File: config.mk
export PLATFORM = sky130hd
export DESIGN_NAME = ascon_ctrl_fsm
export DESIGN_NICKNAME = d
export VERILOG_FILES = /design/src/rtl/ascon_ctrl_fsm.sv
export SDC_FILE = /design/constraint.sdc
export NUM_CORES = 1
export LEC_CHECK = 0
export ABC_AREA = 1
export CORE_MARGIN = 2
export CORE_UTILIZATION = 45
export CTS_BUF_LIST = sky130_fd_sc_hd__clkbuf_2
export DETAILED_ROUTE_END_ITERATION = 7
export PLACE_DENSITY = 0.75
export SYNTH_ARGS = -nofsm -noshare
export SYNTH_HDL_FRONTEND = slang
export SYNTH_SLANG_ARGS = --single-unit
File: constraint.sdc
create_clock -name clock_i -period 1.9 [get_ports clock_i]
set_input_delay 0.38 -clock clock_i [delete_from_list [all_inputs] [get_ports clock_i]]
set_output_delay 0.38 -clock clock_i [all_outputs]
set_load 0.02 [all_outputs]
File: src/rtl/ascon_ctrl_fsm.sv
// ascon_ctrl_fsm: Ascon-128 encryption sequencer (init, AD, PT, final) driving the permutation
// datapath one round per clock, with a request/valid handshake per data block.
module ascon_ctrl_fsm #(
  parameter int PA_ROUNDS    = 12,
  parameter int PB_ROUNDS    = 6,
  parameter int NB_AD_BLOCKS = 1,
  parameter int NB_PT_BLOCKS = 3,
  parameter int RND_W        = 4,
  parameter int BLK_W        = 4
) (
  input  logic             clock_i,
  input  logic             resetb_i,
  input  logic             start_i,
  input  logic             data_valid_i,
  output logic             data_req_o,
  output logic [RND_W-1:0] round_o,
  output logic [BLK_W-1:0] block_o,
  output logic             init_o,
  output logic             en_state_o,
  output logic             xor_data_b_o,
  output logic             xor_key_b_o,
  output logic             xor_key_e_o,
  output logic             xor_lsb_e_o,
  output logic             en_cipher_o,
  output logic             en_tag_o,
  output logic             busy_o,
  output logic             end_o
);
  typedef enum logic [2:0] {S_IDLE, S_INIT, S_WAIT_AD, S_AD, S_WAIT_PT, S_PT, S_FINAL, S_DONE} state_t;
  localparam bit               HAS_AD  = NB_AD_BLOCKS > 0;
  localparam logic [RND_W-1:0] A_LAST  = RND_W'(PA_ROUNDS - 1);
  localparam logic [RND_W-1:0] B_LAST  = RND_W'(PB_ROUNDS - 1);
  localparam logic [RND_W-1:0] B_OFS   = RND_W'(PA_ROUNDS - PB_ROUNDS);
  localparam logic [BLK_W-1:0] AD_LAST = BLK_W'(HAS_AD ? NB_AD_BLOCKS - 1 : 0);
  localparam logic [BLK_W-1:0] PT_LAST = BLK_W'(NB_PT_BLOCKS - 1);
  state_t           r_state, w_state_nxt;
  logic [RND_W-1:0] r_rnd, w_rnd_nxt;
  logic [BLK_W-1:0] r_blk, w_blk_nxt;
  logic             w_pa, w_pb, w_first, w_last_a, w_last_b, w_ad_last, w_pt_last;
  assign w_pa      = r_state == S_INIT || r_state == S_FINAL;
  assign w_pb      = r_state == S_AD || r_state == S_PT;
  assign w_first   = r_rnd == '0;
  assign w_last_a  = r_rnd == A_LAST;
  assign w_last_b  = r_rnd == B_LAST;
  assign w_ad_last = r_blk == AD_LAST;
  assign w_pt_last = r_blk == PT_LAST;
  always_ff @(posedge clock_i) begin
    if (!resetb_i) begin
      r_state <= S_IDLE;
      r_rnd   <= '0;
      r_blk   <= '0;
    end else begin
      r_state <= w_state_nxt;
      r_rnd   <= w_rnd_nxt;
      r_blk   <= w_blk_nxt;
    end
  end
  // round counter restarts at 0 whenever a permutation phase ends or no phase is running
  always_comb begin
    w_state_nxt = r_state;
    w_blk_nxt   = r_blk;
    w_rnd_nxt   = (w_pa ? w_last_a : w_pb ? w_last_b : 1'b1) ? '0 : r_rnd + 1'b1;
    case (r_state)
      S_IDLE:    if (start_i) begin
                   w_state_nxt = S_INIT;
                   w_blk_nxt   = '0;
                 end
      S_INIT:    if (w_last_a) w_state_nxt = HAS_AD ? S_WAIT_AD : S_WAIT_PT;
      S_WAIT_AD: if (data_valid_i) w_state_nxt = S_AD;
      S_AD:      if (w_last_b) begin
                   w_state_nxt = w_ad_last ? S_WAIT_PT : S_WAIT_AD;
                   w_blk_nxt   = w_ad_last ? '0 : r_blk + 1'b1;
                 end
      S_WAIT_PT: if (data_valid_i) w_state_nxt = w_pt_last ? S_FINAL : S_PT;
      S_PT:      if (w_last_b) begin
                   w_state_nxt = S_WAIT_PT;
                   w_blk_nxt   = r_blk + 1'b1;
                 end
      S_FINAL:   if (w_last_a) w_state_nxt = S_DONE;
      S_DONE:    begin
                   w_state_nxt = S_IDLE;
                   w_blk_nxt   = '0;
                 end
      default:   begin
                   w_state_nxt = S_IDLE;
                   w_blk_nxt   = '0;
                 end
    endcase
  end
  always_comb begin
    data_req_o   = r_state == S_WAIT_AD || r_state == S_WAIT_PT;
    round_o      = w_pb ? B_OFS + r_rnd : w_pa ? r_rnd : '0;
    block_o      = r_blk;
    init_o       = r_state == S_INIT && w_first;
    en_state_o   = w_pa || w_pb;
    xor_data_b_o = (w_pb || r_state == S_FINAL) && w_first;
    xor_key_b_o  = r_state == S_FINAL && w_first;
    xor_key_e_o  = w_pa && w_last_a;
    xor_lsb_e_o  = (r_state == S_INIT && w_last_a && !HAS_AD) || (r_state == S_AD && w_last_b && w_ad_last);
    en_cipher_o  = (r_state == S_PT || r_state == S_FINAL) && w_first;
    en_tag_o     = r_state == S_FINAL && w_last_a;
    busy_o       = r_state != S_IDLE;
    end_o        = r_state == S_DONE;
  end
endmodule

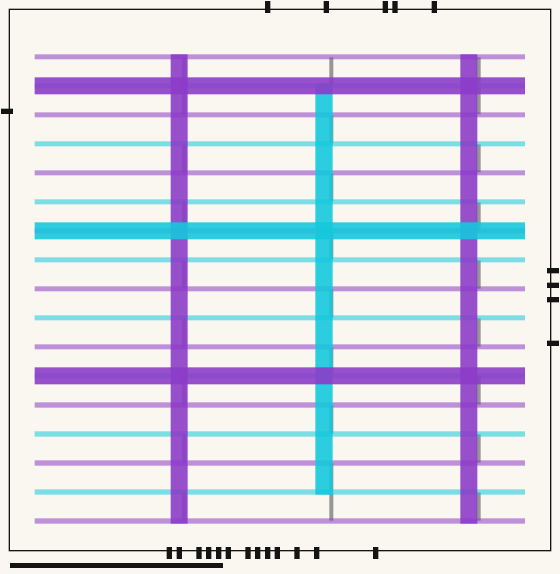
Figure 1: floorplan with the power grid.
The bar under the picture is 20 um long. Pins as bars on the die edge. Tap cells in grey.
| net | colour |
|---|---|
| VDD | cyan |
| VSS | purple |
met5 straps: 3
met1 rails: 17
signal pins: 23
met4 straps: 3
worst vdd ir: 640 uV
core box area: 2000 um2
Die Span Y: 50.6 um
Die Span X: 50.6 um

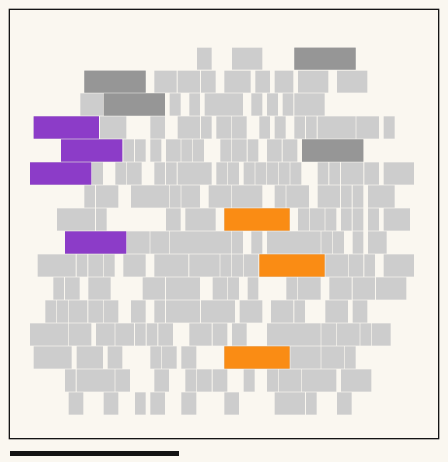
Figure 2: sequential cells coloured by netlist name.
The bar under the picture is 20 um long. Other sequential cells in the stronger grey, the rest of the logic in the fainter grey.
| netlist name | colour | placed flops |
|---|---|---|
| r_state | orange | 3 |
| r_rnd | purple | 4 |
not coloured: 4
Seq/total area: 16.5%
seq pwr: 0.370 mW

==> flow_summary.json <==
{
  "number_of_warning_messages_in_the_logs": 31,
  "post_cts_resized": 37,
  "total_power_mw": 1.84,
  "synthAoiAreaFrac_pct": 7.67,
  "final-instance-count-excl-fill": 218,
  "fin_ws_ns": 0.0906,
  "antenna_found_initial": 0,
  "m1WireLength_mm": 1.11,
  "critical_path.endpoint": "round_o[3]",
  "yosys_area_um2": 978,
  "internal_power_mw": 0.884,
  "enable_flop_cells": 0,
  "register_area_um2": 225,
  "timing.critical_path.buf_inv": 3,
  "synth_adder_area_share_pct": 10.2,
  "detailed_place.area_um2": 1400,
  "ys_dominant_reg_cell": "dfxtp_1",
  "r2r_end": "r_state[0]",
  "ctsRootBufferMaster": "clkbuf_2",
  "globalRouteMet1Util_pct": 26.3,
  "tritoncts.num_buffers": 3,
  "worst_path_dominant_cell_family": "buffers and inverters",
  "global_route.overflow_total": 0,
  "outcome": "finished clean",
  "combinational_group_share_of_total_power_pct": 72.2,
  "synth.yosys.warnings": 0,
  "worstSetupPathDepth": 6,
  "detailedRoute.firstIterationViolations": 29,
  "postSynthCellCount": 143,
  "wire_per_inst_um": 11.4,
  "largestPowerGroup": "combinational logic",
  "finalClockPeriodUsage_pct": 95.2,
  "die-area_um2": 2560,
  "wire_length_of_the_first_global_routing_pass_mm": 4.22,
  "min_period_ns": 1.81,
  "finalNetCount": 204,
  "grt_busiest_layer": "met2",
  "switch_pwr_mw": 0.960,
  "arrival_ns": 1.43,
  "most_common_library_cell_in_the_layout_ignoring_fill_and_taps": "nand2_1",
  "dp.final_hpwl_mm": 2.07,
  "grt_util_met2_pct": 37.9,
  "max_slew.worst_pin.slew_ns": 0.293,
  "unrepaired_setup_endpoints_after_global_routing": "no"
}
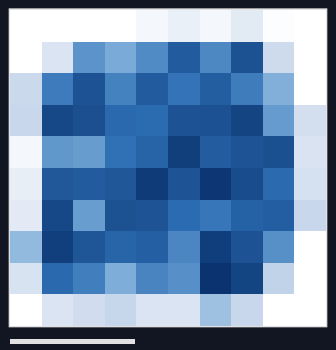
Figure 3: placement density heat map.
The bar under the picture is 20 um long. The die is cut into 10 by 10 equal tiles; white is low, dark blue is high, 0 to 100% covered.
mean over tiles: 52%
nearly empty tiles: 14%
fullest tile: 99%
tiles over 75% full: 40%

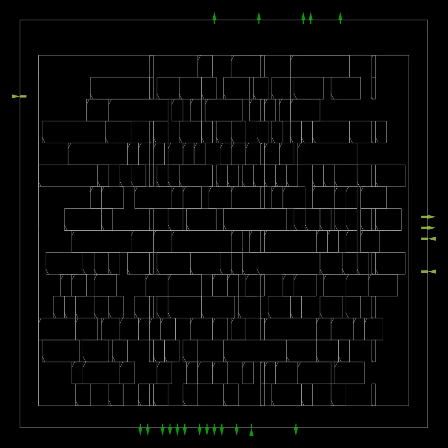
Figure 4: cell outlines without signal wires.
total of fill cells in the finished design: 178
number of sequential cells in the layout: 11
final core utilization: 68.3%
well-tap cell count: 27

Power and IR drop assume default switching activity.
